<file path="src/rtl/prog_encoder_pkg.sv">
// Shared types for the program encoder: op codes, FSM states, packed-word bundle.
package prog_encoder_pkg;

  localparam int unsigned OP_W   = 5;
  localparam int unsigned REG_W  = 3;
  localparam int unsigned IMM_W  = 5;
  localparam int unsigned WORD_W = 9;

  localparam logic [WORD_W-1:0] halt_word = 9'h1FF;

  typedef enum logic [OP_W-1:0] {
    op_lsl  = 5'd0,
    op_lsr  = 5'd1,
    op_ld   = 5'd2,
    op_st   = 5'd3,
    op_sbs  = 5'd4,
    op_dbs  = 5'd5,
    op_xor  = 5'd6,
    op_rxr  = 5'd7,
    op_jmp  = 5'd8,
    op_spc  = 5'd9,
    op_lut  = 5'd10,
    op_ctc  = 5'd11,
    op_cti  = 5'd12,
    op_cts  = 5'd13,
    op_cbf  = 5'd14,
    op_cpy  = 5'd15,
    op_or   = 5'd16,
    op_add  = 5'd17,
    op_mov  = 5'd18,
    op_halt = 5'd19,
    op_ldi  = 5'd20,
    op_inc  = 5'd21
  } op_e;

  typedef enum logic [1:0] {
    st_idle = 2'd0,
    st_run  = 2'd1,
    st_exp2 = 2'd2,
    st_done = 2'd3
  } state_e;

  // word1 is only meaningful when macro is set
  typedef struct packed {
    logic [WORD_W-1:0] word0;
    logic [WORD_W-1:0] word1;
    logic              legal;
    logic              macro;
    logic              halt;
  } pack_t;

endpackage

</file>
<file path="src/rtl/prog_encoder_insn_pack.sv">
// Combinational packer: symbolic request -> up to two 9-bit machine words plus legality.
module prog_encoder_insn_pack
  import prog_encoder_pkg::*;
(
  input  logic [OP_W-1:0]  op,
  input  logic [REG_W-1:0] rd,
  input  logic [REG_W-1:0] rs,
  input  logic [IMM_W-1:0] imm,
  input  logic             flag,
  output pack_t            pk
);

  always_comb begin
    pk       = '0;
    pk.legal = 1'b1;
    case (op)
      op_lsl:  pk.word0 = {3'b000, rd, rs};
      op_lsr:  pk.word0 = {3'b001, rd, rs};
      op_ld:   pk.word0 = {5'b01000, rd, 1'b0};
      op_st:   pk.word0 = {5'b01001, rs, 1'b0};
      op_sbs:  pk.word0 = {5'b01010, rd, 1'b0};
      op_dbs:  pk.word0 = {5'b01011, rd, 1'b0};
      op_xor:  pk.word0 = {4'b0110, rd, 2'b00};
      op_rxr:  pk.word0 = {4'b0111, rd, 2'b00};
      op_jmp:  pk.word0 = {4'b1000, flag, imm[1:0], 2'b00};
      op_spc:  pk.word0 = {4'b1001, imm[1:0], flag, 2'b00};
      op_lut:  pk.word0 = {4'b1010, rs, flag, 1'b0};
      op_ctc:  pk.word0 = {6'b101100, imm[1:0], 1'b0};
      op_cti:  pk.word0 = {6'b101101, imm[1:0], 1'b0};
      op_cts:  pk.word0 = {6'b101110, imm[1:0], 1'b0};
      op_cbf:  pk.word0 = {6'b101111, 3'b000};
      op_cpy:  pk.word0 = {4'b1100, rd, 2'b00};
      // OR only addresses the upper register bank
      op_or: begin
        pk.word0 = {4'b1101, rd, rs[1:0]};
        pk.legal = rs[2];
      end
      op_add:  pk.word0 = {4'b1110, rd, flag, 1'b0};
      // MOV 31 would alias the halt word
      op_mov: begin
        pk.word0 = {4'b1111, imm};
        pk.legal = (imm != 5'd31);
      end
      op_halt: begin
        pk.word0 = halt_word;
        pk.halt  = 1'b1;
      end
      op_ldi: begin
        pk.word0 = {4'b1111, imm};
        pk.word1 = {4'b1100, rd, 2'b00};
        pk.macro = 1'b1;
        pk.legal = (imm != 5'd31);
      end
      op_inc: begin
        pk.word0 = {4'b1111, 5'd1};
        pk.word1 = {6'b101101, imm[1:0], 1'b0};
        pk.macro = 1'b1;
      end
      default: pk.legal = 1'b0;
    endcase
  end

endmodule

</file>
<file path="src/rtl/prog_encoder.sv">
// Program loader: accepts symbolic requests, writes packed words sequentially into instruction memory.
module prog_encoder
  import prog_encoder_pkg::*;
#(
  parameter int unsigned A_W   = 8,
  parameter int unsigned DEPTH = 256
) (
  input  logic              clk,
  input  logic              reset,
  input  logic              start,
  input  logic [A_W-1:0]    base_addr,
  input  logic              req_valid,
  output logic              req_ready,
  input  logic [OP_W-1:0]   req_op,
  input  logic [REG_W-1:0]  req_rd,
  input  logic [REG_W-1:0]  req_rs,
  input  logic [IMM_W-1:0]  req_imm,
  input  logic              req_flag,
  output logic              inst_wr_en,
  output logic [A_W-1:0]    inst_wr_addr,
  output logic [WORD_W-1:0] inst_wr_data,
  output logic              done,
  output logic              err,
  output logic [A_W:0]      word_count
);

  localparam logic [A_W-1:0] last_addr = A_W'(DEPTH - 1);

  state_e              state_q, state_d;
  logic [A_W-1:0]      ptr_q, ptr_d;
  logic [WORD_W-1:0]   hold_q, hold_d;
  logic                ready_d, en_d, done_d, err_d;
  logic [A_W-1:0]      addr_d;
  logic [WORD_W-1:0]   data_d;
  logic [A_W:0]        cnt_d;
  logic                wr_go;
  logic [WORD_W-1:0]   wr_word;
  logic                overflow;
  pack_t               pk;

  prog_encoder_insn_pack u_pack (
    .op   (req_op),
    .rd   (req_rd),
    .rs   (req_rs),
    .imm  (req_imm),
    .flag (req_flag),
    .pk   (pk)
  );

  // The reserved last slot belongs to halt; anything else landing there is dropped
  assign overflow = (ptr_q >= last_addr);

  // Next-state, pointer and output logic
  always_comb begin
    state_d = state_q;
    ptr_d   = ptr_q;
    hold_d  = hold_q;
    en_d    = 1'b0;
    addr_d  = inst_wr_addr;
    data_d  = inst_wr_data;
    done_d  = done;
    err_d   = err;
    cnt_d   = word_count;
    wr_go   = 1'b0;
    wr_word = '0;

    if (start) begin
      state_d = st_run;
      ptr_d   = base_addr;
      done_d  = 1'b0;
      err_d   = 1'b0;
      cnt_d   = '0;
    end else begin
      case (state_q)
        st_run: begin
          if (req_valid) begin
            if (!pk.legal) begin
              err_d = 1'b1;
            end else if (pk.halt) begin
              wr_go   = 1'b1;
              wr_word = halt_word;
              done_d  = 1'b1;
              state_d = st_done;
            end else if (overflow) begin
              err_d = 1'b1;
            end else begin
              wr_go   = 1'b1;
              wr_word = pk.word0;
              if (pk.macro) begin
                hold_d  = pk.word1;
                state_d = st_exp2;
              end
            end
          end
        end
        st_exp2: begin
          state_d = st_run;
          if (overflow) begin
            err_d = 1'b1;
          end else begin
            wr_go   = 1'b1;
            wr_word = hold_q;
          end
        end
        default: begin
          state_d = state_q;
        end
      endcase
    end

    if (wr_go) begin
      en_d   = 1'b1;
      addr_d = ptr_q;
      data_d = wr_word;
      cnt_d  = word_count + (A_W+1)'(1);
      if (ptr_q != last_addr) begin
        ptr_d = ptr_q + A_W'(1);
      end
    end

    ready_d = (state_d == st_run);
  end

  // State and registered outputs
  always_ff @(posedge clk) begin
    if (!reset) begin
      state_q      <= st_idle;
      ptr_q        <= '0;
      hold_q       <= '0;
      req_ready    <= 1'b0;
      inst_wr_en   <= 1'b0;
      inst_wr_addr <= '0;
      inst_wr_data <= '0;
      done         <= 1'b0;
      err          <= 1'b0;
      word_count   <= '0;
    end else begin
      state_q      <= state_d;
      ptr_q        <= ptr_d;
      hold_q       <= hold_d;
      req_ready    <= ready_d;
      inst_wr_en   <= en_d;
      inst_wr_addr <= addr_d;
      inst_wr_data <= data_d;
      done         <= done_d;
      err          <= err_d;
      word_count   <= cnt_d;
    end
  end

endmodule

</file>
<file path="config.mk">
export PLATFORM = sky130hd
export DESIGN_NAME = prog_encoder
export DESIGN_NICKNAME = d
export VERILOG_FILES = /design/src/rtl/prog_encoder_pkg.sv /design/src/rtl/prog_encoder_insn_pack.sv /design/src/rtl/prog_encoder.sv
export SDC_FILE = /design/constraint.sdc
export NUM_CORES = 1
export LEC_CHECK = 0
export CAP_MARGIN = 10
export CORE_ASPECT_RATIO = 1.1
export CORE_MARGIN = 2
export CORE_UTILIZATION = 56
export CTS_BUF_LIST = sky130_fd_sc_hd__clkbuf_4 sky130_fd_sc_hd__clkbuf_8 sky130_fd_sc_hd__clkbuf_16
export DETAILED_ROUTE_END_ITERATION = 10
export GPL_TIMING_DRIVEN = 0
export HOLD_SLACK_MARGIN = 0.12
export PLACE_DENSITY = 0.95
export SYNTH_ARGS = -nofsm -noshare
export SYNTH_HDL_FRONTEND = slang
export SYNTH_SLANG_ARGS = --single-unit
export TNS_END_PERCENT = 30
</file>
<file path="constraint.sdc">
create_clock -name clk -period 3.7 [get_ports clk]
set_input_delay 0.74 -clock clk [delete_from_list [all_inputs] [get_ports clk]]
set_output_delay 0.74 -clock clk [all_outputs]
set_load 0.01 [all_outputs]
</file>
Sequential cells coloured by netlist name:
(3 px per um) Other sequential cells in the stronger grey, the rest of the logic in the fainter grey.
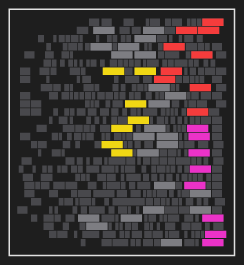
[red] word_count | placed flops: 9 | where: north-east
[yellow] hold_q | placed flops: 7 | where: centre
[magenta] inst_wr_addr | placed flops: 8
not coloured: 23
flop share of the area: 24.7%
Finished Core Util: 71.5%
P_seq: 527 uW
register area: 941 um^2

Track usage over the die:
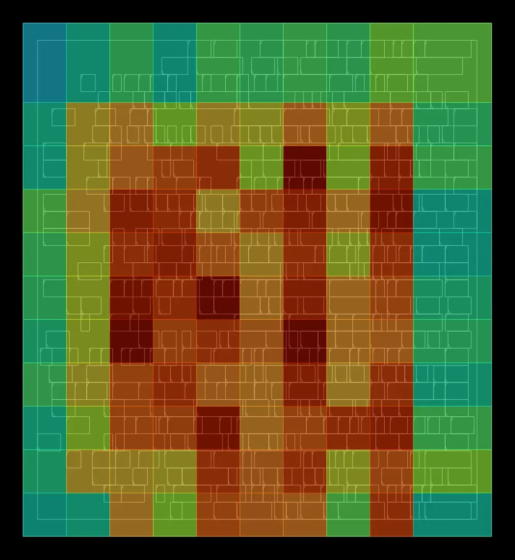
Total GRT Usage: 32.2%
grt met2 use: 59.7%

Signal wires by layer:
(4 px per um)
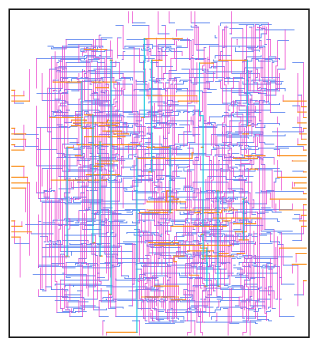
[orange] met3 | wire length: 503 um
[blue] met1 | wire length: 3,660 um
[magenta] met2 | wire length: 4,910 um
[cyan] met4 | wire length: 380 um
vias: 3,380
drt wl/cell: 18.0 um

==> run_results.csv <==
group,metric,value,unit
run_status,status,"complete, no violations",
layout,buffers,82,
synth,yosys.area_share.adder,1.63,%
clock_tree,cts_resized,0,
sta,skew,0.00474,ns
clock_tree,cts_htree_levels,2,
pwr,power.internal,813,uW
layout,n_clock_buffer,6,
setup_path,r2r-end,"inst_wr_data[0]$_SDFFE_PN0P_",
global_routing,grt_max_degree,14,
place,gp_congestion,0.980,
sta,slew_headroom,61.9,%
synth,yosysWarnings,0,
layout,top_regs,"inst_wr_data x9, word_count x9",
synth,synth_stat.cells,390,
sta,tightest_slew,0.567,ns
synth,common_cells,"dfxtp_1 (47), nand2_1 (33), a21oi_1 (31)",
synth,synthCells,390,
global_routing,met3_usage,3.93,%
sta,finalSetupViolations,0,
setup_path,cp_max_fo,10,
global_routing,grt_pass1_vias,3223,
synth,avgSynthCellArea,7.86,um^2
hold_path,holdPathEnd,"inst_wr_data[6]$_SDFFE_PN0P_",
synth,async_flop_share,0,%
place,hpwlAfterDp,7110,um
synth,ys_sh_mux,4.73,%
floorplanning,num_tap_cells,75,
floorplanning,fp_util,57.6,%
drt,met3_wirelength,502,um
layout,num-multi-input-gates,302,
synth,top_cell,"dfxtp_1",
pwr,seq_power_share,47.3,%
setup_path,slowest_delay,0.49,ns
clock_tree,clk_pin_slew,0.08,ns
drt,drt_iter0_drc,274,
sta,fin_tns_setup,0,ns
drt,drcViolationCount,0,
layout,finalNonFillerCells,526,
drt,wl_met2,4910,um
setup_path,path_buffers,3,
pwr,ir_drop,0.000171,V
place,pre_cts_slack,0.592,ns
layout,clock_area_share,2.79,%
clock_tree,postCtsSetupRepairBufs,0,
sta,rsz0062_at_grt,"no",
clock_tree,cts_root_buf,"clkbuf_8",
pwr,power-top-group,"sequential cells",
Ports around the boundary:
(3 px per um) Pins as bars across the die edge, other pins in grey.
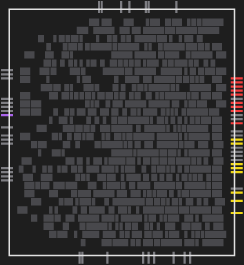
[red] word_count | pins: 9 | direction: output | edge: east
[yellow] inst_wr_addr | pins: 8 | direction: output | edge: east
[purple] req_flag | pins: 1 | direction: input | edge: west
all pins by edge: 27 east, 16 west, 9 south, 7 north
Die W: 74.6 um
die height: 81.6 um

Port wiring:
(4 px per um)
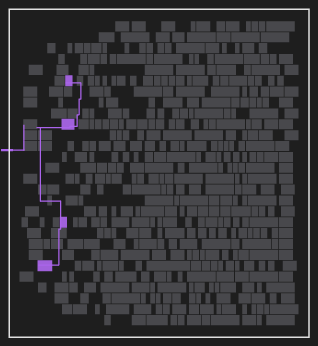
[purple] req_flag | bits: 1 | direction: input | edge: west | end cells: 4 | buffers: 1 | wire: 80.1 um
Port Buffers: 54
# IOs: 59

Power figures rest on the tool's default switching activity, not on a simulated workload.
